**src/rtl/mem_stage.sv**
```systemverilog
// mem_stage: memory-access pipeline stage. Issues one data-memory access at a
// time over a req/ack handshake, aligns store lanes, extracts and extends load
// data, and registers the MEM/WB payload for the writeback mux.
module mem_stage #(
    parameter int unsigned MAX_WAIT = 255
) (
    input  logic        clk,
    input  logic        rst_n,
    input  logic        ex_valid,
    input  logic [31:0] ex_link_pc,
    input  logic [31:0] ex_aluresult,
    input  logic [31:0] ex_storedata,
    input  logic        ex_memread,
    input  logic        ex_memwrite,
    input  logic [2:0]  ex_funct3,
    input  logic [1:0]  ex_memtoreg,
    input  logic        ex_regwrite,
    input  logic [4:0]  ex_rd,
    output logic        mem_stall,
    output logic        dmem_req,
    output logic        dmem_we,
    output logic [31:0] dmem_addr,
    output logic [3:0]  dmem_be,
    output logic [31:0] dmem_wdata,
    input  logic        dmem_ack,
    input  logic [31:0] dmem_rdata,
    output logic        wb_valid,
    output logic [31:0] wb_reg_pc,
    output logic [31:0] wb_readdata,
    output logic [31:0] wb_aluresult,
    output logic [1:0]  wb_memtoreg,
    output logic        wb_regwrite,
    output logic [4:0]  wb_rd,
    output logic        mem_misaligned,
    output logic        mem_timeout
);

    localparam logic [7:0] LP_CNT_LAST = 8'(MAX_WAIT - 1);

    typedef enum logic {
        S_IDLE = 1'b0,
        S_WAIT = 1'b1
    } state_t;

    state_t      r_state;
    state_t      w_state_nxt;

    logic [7:0]  r_cnt;
    logic        r_req;
    logic        r_we;
    logic [31:0] r_addr;
    logic [3:0]  r_be;
    logic [31:0] r_wdata;
    logic [1:0]  r_addr_lo;
    logic [2:0]  r_funct3;
    logic        r_is_load;

    logic        r_wb_valid;
    logic [31:0] r_wb_reg_pc;
    logic [31:0] r_wb_readdata;
    logic [31:0] r_wb_aluresult;
    logic [1:0]  r_wb_memtoreg;
    logic        r_wb_regwrite;
    logic [4:0]  r_wb_rd;
    logic        r_misaligned;
    logic        r_timeout;

    logic        w_memop;
    logic        w_aligned;
    logic        w_accept;
    logic        w_misalign;
    logic        w_cnt_last;
    logic [3:0]  w_be;
    logic [31:0] w_wdata;
    logic [7:0]  w_ld_byte;
    logic [15:0] w_ld_half;
    logic [31:0] w_ld_data;

    assign w_memop    = ex_valid & (ex_memread | ex_memwrite);
    assign w_accept   = (r_state == S_IDLE) & w_memop & w_aligned;
    assign w_misalign = (r_state == S_IDLE) & w_memop & ~w_aligned;
    assign w_cnt_last = (r_cnt == LP_CNT_LAST);

    // Alignment check and store lane generation from funct3[1:0] and address.
    always_comb begin
        w_aligned = 1'b0;
        w_be      = 4'b1111;
        w_wdata   = '0;
        case (ex_funct3[1:0])
            2'b00:   w_aligned = 1'b1;
            2'b01:   w_aligned = ~ex_aluresult[0];
            default: w_aligned = (ex_aluresult[1:0] == 2'b00);
        endcase
        // memread has priority, so a store is only memwrite without memread
        if (!ex_memread) begin
            case (ex_funct3[1:0])
                2'b00: begin
                    w_be    = 4'b0001 << ex_aluresult[1:0];
                    w_wdata = {4{ex_storedata[7:0]}};
                end
                2'b01: begin
                    w_be    = ex_aluresult[1] ? 4'b1100 : 4'b0011;
                    w_wdata = {2{ex_storedata[15:0]}};
                end
                default: begin
                    w_be    = 4'b1111;
                    w_wdata = ex_storedata;
                end
            endcase
        end
    end

    // Load extraction: pick lane by registered address, extend by funct3.
    always_comb begin
        w_ld_byte = '0;
        case (r_addr_lo)
            2'd0: w_ld_byte = dmem_rdata[7:0];
            2'd1: w_ld_byte = dmem_rdata[15:8];
            2'd2: w_ld_byte = dmem_rdata[23:16];
            2'd3: w_ld_byte = dmem_rdata[31:24];
            default: w_ld_byte = '0;
        endcase
        w_ld_half = r_addr_lo[1] ? dmem_rdata[31:16] : dmem_rdata[15:0];
        case (r_funct3[1:0])
            2'b00:   w_ld_data = {{24{~r_funct3[2] & w_ld_byte[7]}}, w_ld_byte};
            2'b01:   w_ld_data = {{16{~r_funct3[2] & w_ld_half[15]}}, w_ld_half};
            default: w_ld_data = dmem_rdata;
        endcase
    end

    // FSM state register.
    always_ff @(posedge clk or negedge rst_n) begin
        if (!rst_n) begin
            r_state <= S_IDLE;
        end else begin
            r_state <= w_state_nxt;
        end
    end

    // FSM next-state: accept aligned memory ops, leave WAIT on ack or timeout.
    always_comb begin
        w_state_nxt = r_state;
        case (r_state)
            S_IDLE: if (w_accept) w_state_nxt = S_WAIT;
            S_WAIT: if (dmem_ack || w_cnt_last) w_state_nxt = S_IDLE;
            default: w_state_nxt = S_IDLE;
        endcase
    end

    // FSM outputs: stall upstream while an access is pending.
    always_comb begin
        mem_stall = 1'b0;
        case (r_state)
            S_IDLE:  mem_stall = w_accept;
            S_WAIT:  mem_stall = ~dmem_ack & ~w_cnt_last;
            default: mem_stall = 1'b0;
        endcase
    end

    // Request registers, wait counter and MEM/WB payload.
    always_ff @(posedge clk or negedge rst_n) begin
        if (!rst_n) begin
            r_cnt          <= '0;
            r_req          <= 1'b0;
            r_we           <= 1'b0;
            r_addr         <= '0;
            r_be           <= '0;
            r_wdata        <= '0;
            r_addr_lo      <= '0;
            r_funct3       <= '0;
            r_is_load      <= 1'b0;
            r_wb_valid     <= 1'b0;
            r_wb_reg_pc    <= '0;
            r_wb_readdata  <= '0;
            r_wb_aluresult <= '0;
            r_wb_memtoreg  <= '0;
            r_wb_regwrite  <= 1'b0;
            r_wb_rd        <= '0;
            r_misaligned   <= 1'b0;
            r_timeout      <= 1'b0;
        end else begin
            r_misaligned <= 1'b0;
            r_timeout    <= 1'b0;
            if (r_state == S_IDLE) begin
                r_wb_reg_pc    <= ex_link_pc;
                r_wb_aluresult <= ex_aluresult;
                r_wb_memtoreg  <= ex_memtoreg;
                r_wb_rd        <= ex_rd;
                r_wb_readdata  <= '0;
                if (w_accept) begin
                    r_req         <= 1'b1;
                    r_we          <= ~ex_memread;
                    r_addr        <= {ex_aluresult[31:2], 2'b00};
                    r_be          <= w_be;
                    r_wdata       <= w_wdata;
                    r_addr_lo     <= ex_aluresult[1:0];
                    r_funct3      <= ex_funct3;
                    r_is_load     <= ex_memread;
                    r_cnt         <= '0;
                    r_wb_valid    <= 1'b0;
                    r_wb_regwrite <= ex_regwrite;
                end else begin
                    r_wb_valid    <= ex_valid;
                    r_wb_regwrite <= ex_valid & ex_regwrite & ~w_misalign;
                    r_misaligned  <= w_misalign;
                end
            end else begin
                r_cnt <= r_cnt + 8'd1;
                if (dmem_ack) begin
                    r_req         <= 1'b0;
                    r_wb_valid    <= 1'b1;
                    r_wb_readdata <= r_is_load ? w_ld_data : '0;
                end else if (w_cnt_last) begin
                    r_req         <= 1'b0;
                    r_wb_valid    <= 1'b1;
                    r_wb_regwrite <= 1'b0;
                    r_timeout     <= 1'b1;
                end
            end
        end
    end

    assign dmem_req       = r_req;
    assign dmem_we        = r_we;
    assign dmem_addr      = r_addr;
    assign dmem_be        = r_be;
    assign dmem_wdata     = r_wdata;
    assign wb_valid       = r_wb_valid;
    assign wb_reg_pc      = r_wb_reg_pc;
    assign wb_readdata    = r_wb_readdata;
    assign wb_aluresult   = r_wb_aluresult;
    assign wb_memtoreg    = r_wb_memtoreg;
    assign wb_regwrite    = r_wb_regwrite;
    assign wb_rd          = r_wb_rd;
    assign mem_misaligned = r_misaligned;
    assign mem_timeout    = r_timeout;

endmodule
```
**config.mk**
```make
export PLATFORM = sky130hd
export DESIGN_NAME = mem_stage
export DESIGN_NICKNAME = d
export VERILOG_FILES = /design/src/rtl/mem_stage.sv
export SDC_FILE = /design/constraint.sdc
export NUM_CORES = 1
export LEC_CHECK = 0
export CORE_UTILIZATION = 48
export DETAILED_ROUTE_END_ITERATION = 16
export GPL_TIMING_DRIVEN = 0
export PLACE_DENSITY = 0.87
export SLEW_MARGIN = 20
export SYNTH_ARGS = -nofsm -noshare
export SYNTH_HDL_FRONTEND = slang
export SYNTH_SLANG_ARGS = --single-unit
```
**constraint.sdc**
```tcl
create_clock -name clk -period 4.9 [get_ports clk]
set_clock_uncertainty 0.05 [all_clocks]
set_input_delay 0.98 -clock clk [delete_from_list [all_inputs] [get_ports clk]]
set_output_delay 0.98 -clock clk [all_outputs]
set_load 0.05 [all_outputs]
```
==> results.txt <==
Synth cell count leaders: dfrtp_1 (190), mux2_2 (114), nand2_1 (56), o21ai_0 (38), clkbuf_1 (30)
Post-Synth AOI/OAI Area: 11.9%
Top Usage Layer GRT: met2
DRC: 0
Most frequent logic cell in the layout: clkdlybuf4s50_1
Min Hold Slack: 339 ps
Xor+xnor area frac: 0.316%
RSZ-0062 raised after global routing: no
Area Growth Syn to Fin: 49.3%
Unique masters post-synth: 45
GPL Wtd Cong: 0.933
Die W: 134 um
Final min period: 4380 ps
Max Buffers Root-to-Sink: 2
Routed met1 length: 9920 um
CTS root buf: clkbuf_16
Slew headroom: 39.1%
Postcts setup bufs: 0
PwrDens: 443 nW/um^2
Yosys reg bits: 190
Slowest CP cell: clkdlybuf4s50_1
Metal2 WL: 12200 um
Worst path buffer plus inverter count: 4
ClkCell Share: 4.68%
Post-synth EDFFs: 0
YS chip area: 8310 um^2
Hold Vio Cnt, Final: 0
Status: finished, final reports clean
CTS sink count: 190
Multi-input gate count: 401
Tot GR Track Use: 28.6%
CP max stage delay: 540 ps
Startpoint types: input pin
Largest net degree at the start of global routing: 88
Slew @ Worst Pin: 910 ps
RR Endpoint: wb_readdata[26]
Portion of netlist area occupied by mux cells: 20.8%
# Cells Yosys: 660
Pwr Total: 5.49 mW
Cell family with most CP delay: buffers and inverters
Syn Inst Count: 660
Hold Crit Class: in2async
Fill cell total of the finished layout: 1164
Met1 usage in global routing: 34.7%
Layout cells sized above 1: 17.9%
Crit share post-route: 89.4%
Global Route met2 Usage: 47.2%
Synth top area share: 57.2%
Maximum vdd drop: 0.313 mV
GRT overflow: 0
Antenna violations before repair: 0
Non-clock buffer share of cell area: 28.0%
Critical Path RT: 3870 ps
Sequential power: 1.98 mW
Simple-Gate Fraction of Synth Area: 5.77%
First-pass GRT wire length: 38600 um
Synth Warn #: 0
Most common cell in the synthesized netlist: dfrtp_1
Final Non-Filler Cells: 1232
Row count: 47
Mean post-synth cell area: 12.6 um^2
Register share after synthesis: 57.2%
Combinational power share: 39.0%
R2R cell count: 5
CTS resizes: 0
MaxCap Viol Count: 0
Metal3 WL: 1860 um
Pre-CTS WS: 53.2 ps
FP Util: 49.6%
Top cell category: registers
Inverters: 19
Max Transition Viols Final: 0
Main flop type: dfrtp_1
Hold-fix buffers, CTS: 0
Tool warnings: 27
Layout Nets: 1146
DP Wirelength: 18800 um
Net Switching: 2.14 mW
Largest area contributor in the netlist: dfrtp_1
Tapcell Cnt: 220
Cell Area, Synth: 8310 um^2
Setup crit end: mem_stall
Drt pass-1 iters: 5
Final setup fails: 0
DIE AREA: 17800 um^2
Critical path depth: 7
Max Freq: 0.228 GHz
Die y size: 134 um
Crit end category: output port
Routed len/inst: 20.2 um
# diodes: 0
Clock-pin slew on the worst setup and hold paths: 70 ps
Fin Setup TNS: 0 ps
Asr flop ratio synth: 100%
Seq pwr share: 36.0%
Largest Pwr Group: combinational cells
Setup ws final: 520 ps
Seq Cell Count: 190
Synth logic family: multiplexers
Initial DRC Count: 362
Internal: 3.35 mW
Crit path kind: in2out
CTS Buf Count: 17
Area after DPL: 11800 um^2
Top Metal Used: met4
Arrival @ worst endpoint: 3350 ps
CTS H-tree lvls: 4
CTS tree: yes
Main area contributors: dfrtp_1 (57%), mux2_2 (15%), mux2i_1 (3.4%), nand2_1 (2.5%), o21ai_0 (2.3%)
Combined area of the multi-input logic cells: 3250 um^2
Lkg Pwr: 5.28 nW
Top Layout Cells: clkdlybuf4s50_1 (315), dfrtp_1 (190), mux2_2 (114)
Critical-path cell list: clkdlybuf4s50_1, o21ai_0, o2111ai_1, clkbuf_2, clkbuf_1, nand2_1, dlymetal6s2s_1
Vias in the first global route: 7079
Cells after DPL: 1200
Clkbuf count: 19
Final antenna-violating net count: 0
CP Launch Point: ex_aluresult[0]
R2R Setup Slk: 2670 ps
Non-CTS buffers: 370
R2r startpoint: r_state
Fa+ha+maj area frac: 0.301%
Vias per Instance: 5.48
Combinational power: 2.14 mW
Sw frac: 39.0%
Register area: 4750 um^2
Critical path peak fanout: 10
Logic share of the area: 26.2%
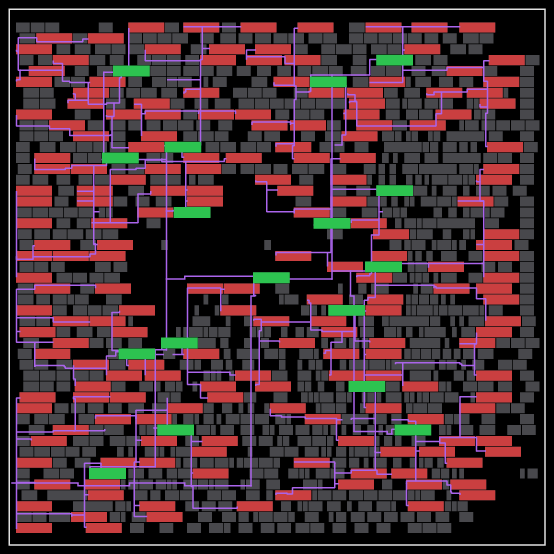
*Clock network drawn from the DEF*
(4 px per um)
Purple shows clock wires, length 2230 um. Green shows cells driving clock nets, count 17. Red shows flip-flops, count 190.
Position of the flops: all over the die. There are 18 routed clock nets.
worst skew pair latency: 430 ps
P_clk: 1.37 mW
Clock power frac: 25.0%

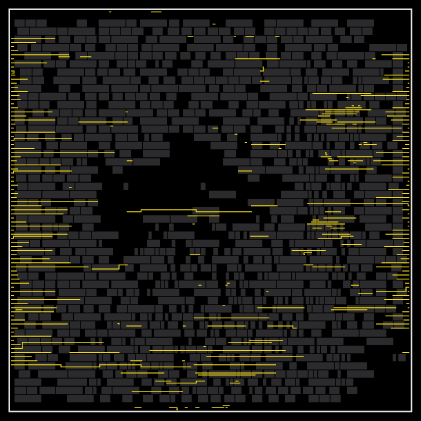
*Met3 routing*
(3 px per um) Cells faint in the background.
The layer holds 7.5% of the routed length. The longest straight run is 45.1 um. The wires run mostly horizontal.
met3 Use GR: 7.88%
via count: 6754
final WL: 24900 um

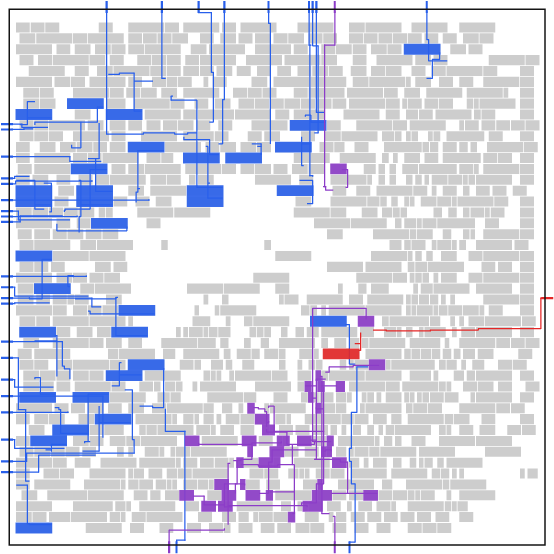
*Nets reached from selected ports*
(4 px per um)
Red shows `wb_regwrite`, direction output, edge right, end cells 1, buffers 1, wire 56.7 um. Purple shows `ex_funct3`, direction input, edge 2 bottom, 1 top, end cells 42, buffers 6, wire 493 um. Blue shows `wb_aluresult`, direction output, edge 21 left, 9 top, 2 bottom, end cells 32, buffers 32, wire 1340 um.
I/O pin count: 323
Port Buffers: 317

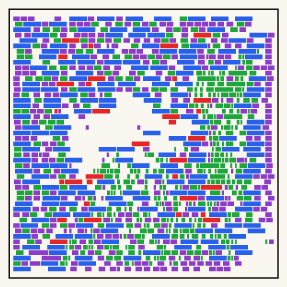
*Placed cells, one color a class*
(2 px per um)
Red shows clock drivers and dummy loads, cells 32, share of their area 4.8%. Blue shows flops, cells 190, share of their area 39%. Purple shows other buffers and delay cells, cells 370, share of their area 29%. Green shows all other logic, cells 420, share of their area 27%.
Layout Utilization: 74.0%
Core Region: 16800 um^2
Finished Cell Area: 12400 um^2
sequential portion of the cell area: 38.3%

Power figures rest on the tool's default switching activity, not on a simulated workload.
